Fig. 1: drive-strength map
Drawn at 4 px/um.
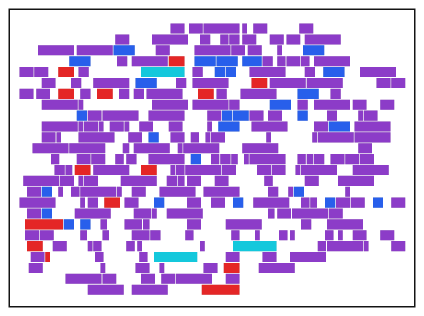
Fig. 2: track usage over the die
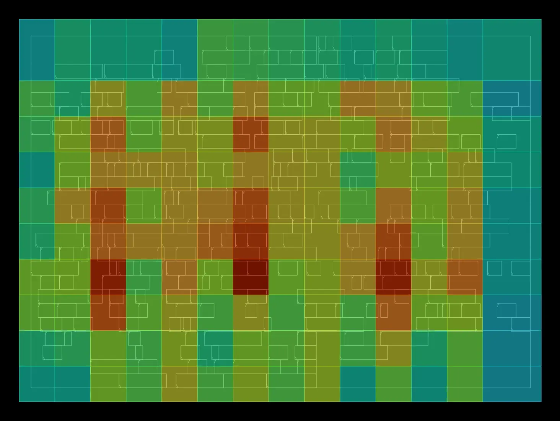
Fig. 3: met3 routing
Drawn at 4 px/um.
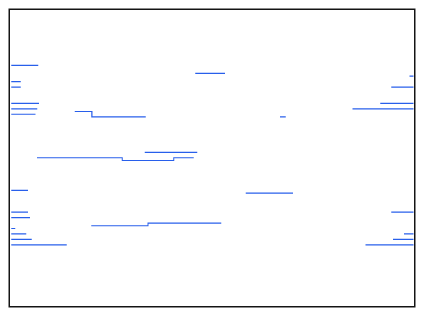
File: src/rtl/pixel_output_stage.sv
// Pixel output stage: frame-buffer word hold register, two 16-bit pixel shift registers and a registered RGB332 output mux.
// Defining PIXEL_TEST_PATTERN_EN builds the colour-bar generator; without it, outputmuxsel = 2'b11 drives black.
module pixel_output_stage #(
  parameter logic [7:0] BORDER_COLOR = 8'h49,
  parameter int         BAR_WIDTH    = 80
) (
  input  logic        clk,
  input  logic        rst,
  input  logic        pixelclk,
  input  logic        shift1load,
  input  logic        shift2load,
  input  logic        shiftmux_sel,
  input  logic [1:0]  outputmuxsel,
  input  logic        n_vsync_in,
  input  logic        n_hsync_in,
  input  logic [15:0] rdata,
  input  logic        rdata_valid,
  output logic        fetch_req,
  output logic [2:0]  red,
  output logic [2:0]  green,
  output logic [1:0]  blue,
  output logic        n_vsync,
  output logic        n_hsync,
  output logic        err_underrun,
  output logic        err_overrun
);

  logic [15:0] hold_reg;
  logic        full_reg;
  logic [15:0] shift_a_reg;
  logic [15:0] shift_b_reg;
  logic [7:0]  rgb_reg;
  logic        n_vsync_reg;
  logic        n_hsync_reg;
  logic        underrun_reg;
  logic        overrun_reg;

  logic        any_load;
  logic [15:0] load_word;
  logic [7:0]  pixel;
  logic [7:0]  pattern_color;
  logic [7:0]  rgb_next;

  assign any_load  = shift1load | shift2load;
  // An empty hold register with a word arriving this cycle forwards it straight to the shift register.
  assign load_word = full_reg ? hold_reg : (rdata_valid ? rdata : 16'h0000);
  assign pixel     = shiftmux_sel ? shift_b_reg[15:8] : shift_a_reg[15:8];

  always_ff @(posedge clk or posedge rst) begin
    if (rst) begin
      hold_reg     <= 16'h0000;
      full_reg     <= 1'b0;
      underrun_reg <= 1'b0;
      overrun_reg  <= 1'b0;
    end else if (any_load) begin
      if (full_reg) begin
        if (rdata_valid) hold_reg <= rdata;
        else             full_reg <= 1'b0;
      end else if (!rdata_valid) begin
        underrun_reg <= 1'b1;
      end
    end else if (rdata_valid) begin
      if (full_reg) begin
        overrun_reg <= 1'b1;
      end else begin
        hold_reg <= rdata;
        full_reg <= 1'b1;
      end
    end
  end

  // A load to the active register outranks the pixel shift.
  always_ff @(posedge clk or posedge rst) begin
    if (rst) begin
      shift_a_reg <= 16'h0000;
      shift_b_reg <= 16'h0000;
    end else begin
      if (shift1load)                    shift_a_reg <= load_word;
      else if (pixelclk && !shiftmux_sel) shift_a_reg <= {shift_a_reg[7:0], 8'h00};
      if (shift2load)                    shift_b_reg <= load_word;
      else if (pixelclk && shiftmux_sel)  shift_b_reg <= {shift_b_reg[7:0], 8'h00};
    end
  end

`ifdef PIXEL_TEST_PATTERN_EN
  localparam int CNT_W = (BAR_WIDTH > 1) ? $clog2(BAR_WIDTH) : 1;

  logic [CNT_W-1:0] bar_cnt_reg;
  logic [2:0]       bar_reg;

  always_ff @(posedge clk or posedge rst) begin
    if (rst) begin
      bar_cnt_reg <= '0;
      bar_reg     <= 3'd0;
    end else if (!n_hsync_in) begin
      bar_cnt_reg <= '0;
      bar_reg     <= 3'd0;
    end else if (pixelclk && (outputmuxsel == 2'b11)) begin
      if (bar_cnt_reg == CNT_W'(BAR_WIDTH - 1)) begin
        bar_cnt_reg <= '0;
        bar_reg     <= bar_reg + 3'd1;
      end else begin
        bar_cnt_reg <= bar_cnt_reg + 1'b1;
      end
    end
  end

  assign pattern_color = {{3{bar_reg[2]}}, {3{bar_reg[1]}}, {2{bar_reg[0]}}};
`else
  assign pattern_color = 8'h00;
`endif

  always_comb begin
    rgb_next = 8'h00;
    case (outputmuxsel)
      2'b01:   rgb_next = pixel;
      2'b10:   rgb_next = BORDER_COLOR;
      2'b11:   rgb_next = pattern_color;
      default: rgb_next = 8'h00;
    endcase
  end

  always_ff @(posedge clk or posedge rst) begin
    if (rst) begin
      rgb_reg     <= 8'h00;
      n_vsync_reg <= 1'b1;
      n_hsync_reg <= 1'b1;
    end else if (pixelclk) begin
      rgb_reg     <= rgb_next;
      n_vsync_reg <= n_vsync_in;
      n_hsync_reg <= n_hsync_in;
    end
  end

  assign fetch_req    = !full_reg;
  assign red          = rgb_reg[7:5];
  assign green        = rgb_reg[4:2];
  assign blue         = rgb_reg[1:0];
  assign n_vsync      = n_vsync_reg;
  assign n_hsync      = n_hsync_reg;
  assign err_underrun = underrun_reg;
  assign err_overrun  = overrun_reg;

endmodule

File: config.mk
export PLATFORM = sky130hd
export DESIGN_NAME = pixel_output_stage
export DESIGN_NICKNAME = d
export VERILOG_FILES = /design/src/rtl/pixel_output_stage.sv
export SDC_FILE = /design/constraint.sdc
export NUM_CORES = 1
export LEC_CHECK = 0
export CAP_MARGIN = 20
export CORE_AREA = 2 2 99 72
export CTS_BUF_LIST = sky130_fd_sc_hd__clkbuf_4
export DETAILED_ROUTE_END_ITERATION = 8
export DIE_AREA = 0 0 101 74
export PLACE_DENSITY_LB_ADDON = 0.3
export SLEW_MARGIN = 0
export SYNTH_ARGS = -nofsm -noshare
export SYNTH_HDL_FRONTEND = slang
export SYNTH_SLANG_ARGS = --single-unit
File: constraint.sdc
create_clock -name clk -period 4.9 [get_ports clk]
set_input_delay 1.47 -clock clk [delete_from_list [all_inputs] [get_ports clk]]
set_output_delay 1.47 -clock clk [all_outputs]
set_load 0.02 [all_outputs]
==> job_summary.md <==
## Implementation flow summary

| Metric | Value |
|---|---|
| Design area | `0.00347 sq mm` |
| Tool warnings | `28` |
| Post-synth regs | `61` |
| Mi-comb count | `140` |
| Layout clock buffers | `10` |
| Worst path slowest cell | `dfrtp_1` |
| CTS Buf Count | `9` |
| Synth area leader | `dfrtp_1` |
| Pre-CTS setup slack | `1.52 ns` |
| WHS | `0.486 ns` |
| Nets | `300` |
| Area growth, synth to finish | `21.8%` |
| Port bufs | `39` |
| Max-cap violations | `0` |
| Top Usage Layer GRT | `met2` |
| Core Box Area | `0.00657 sq mm` |
| # Taps | `81` |
| Most frequent logic cell in the layout | `dfrtp_1` |
| Met2 wire length | `2680 um` |
| Vias per cell | `5.35` |
| Clock-pin slew on the worst setup and hold paths | `0.12 ns` |
| Worst setup SP type | `flip-flop` |
| Initial antenna violation count | `0` |
| CTS tree | `done` |
| Final Max Tran Viols | `0` |
| Hold Buf Count CTS | `0` |
| Drt pass-1 iters | `4` |
| Largest cell class | `flip-flops and latches` |
| Setup CP Type | `flip-flop to output port` |
| Post-CTS Setup Bufs | `0` |
| Max VDD drop | `0.164 mV` |
| Fraction of area in registers | `0.441` |
| Register area | `0.00153 sq mm` |
| Worst-Margin Slew | `0.863 ns` |
| Yosys warns | `0` |
| Htree depth | `3` |
| CTS root buffer | `clkbuf_4` |
| Top Ports | `40` |
| Status | `finished, final reports clean` |
| Setup TNS | `0 ns` |
| Vias in the first global route | `2027` |
| Worst Hold Class | `flip-flop to flip-flop` |
| Critical Path Max Stage Delay | `0.81 ns` |
| CP Capture Type | `output port` |
| Die Size | `0.00747 sq mm` |
-- Fig. 1 (at the start) --
color	size	cells
red	_2 cells	14
blue	_3 and _4 cells	29
purple	_0 and _1 cells	229
cyan	_6 and larger	3

-- Fig. 2 (at the start) --
WL/cell: 16.6 um
M3 GR Usage: 0.0498
final cell utilization of the core: 0.528
met2 usage: 0.275
Tot GR Track Use: 0.179

-- Fig. 3 (at the start) --
nets with wire on the layer	22
main direction	horizontal
wire length on this layer	241 um
share of all routed wire	4.1%

## worst paths after layout
path,slack [ns],end,start,depth (start not counted)
worst max-delay path,1.52,fetch_req,full_reg$_DFFE_PP0P_,2
worst min-delay path,0.49,err_underrun$_DFFE_PP0P_,err_underrun$_DFFE_PP0P_,2
worst max register to register,2.85,hold_reg[1]$_DFFE_PP0P_,full_reg$_DFFE_PP0P_,3
worst min register to register,0.49,err_underrun$_DFFE_PP0P_,err_underrun$_DFFE_PP0P_,2
max in group asynchronous,2.72,shift_a_reg[14]$_DFFE_PP0P_,rst,3
min in group asynchronous,1.46,hold_reg[8]$_DFFE_PP0P_,rst,2
## critical path: cells and delay by family, from the launching register on
family   cells  cell delay (ns)
buf+inv      2             0.69
flops        1             0.81
## stage by stage
stage,total power [mW],instances,utilization
global placement,0.883,340,0.501
global route,1.39,356,0.528
finish,1.32,356,0.528
CTS,1.34,356,0.528
floorplan,0.808,231,-
detailed placement,0.892,340,0.501
## cells by family (layout without fill, tap and decap cells)
family	Yosys count	in the layout	synth area share
mux	59	59	0.232
compound gates	45	45	0.105
flops	61	61	0.537
fa+ha+maj	4	4	0.0167
simple gates	32	32	0.0602
buf+inv	30	74	0.0497
## Yosys cell counts
master,count
a31oi_1,1
and3_1,8
ha_1,3
nand3b_1,1
buf_4,1
a211oi_1,8
o31ai_1,1
o22ai_1,8
clkbuf_1,4
dfstp_2,2
mux2i_1,37
a21oi_1,11
nor2b_4,1
a22oi_1,15
inv_1,13
buf_1,2
nand2_1,17
nor2_4,1
mux2_2,11
a21o_1,1
buf_2,8
maj3_1,1
mux2_4,11
buf_6,2
nand2b_1,2
and2_1,2
dfrtp_1,59
## report_power, final
part | internal, mW | switching [mW]
clock | 0.259 | 0.181
combinational | 0.134 | 0.110
sequential | 0.587 | 0.0493
Power is estimated from default activity; no workload was simulated.
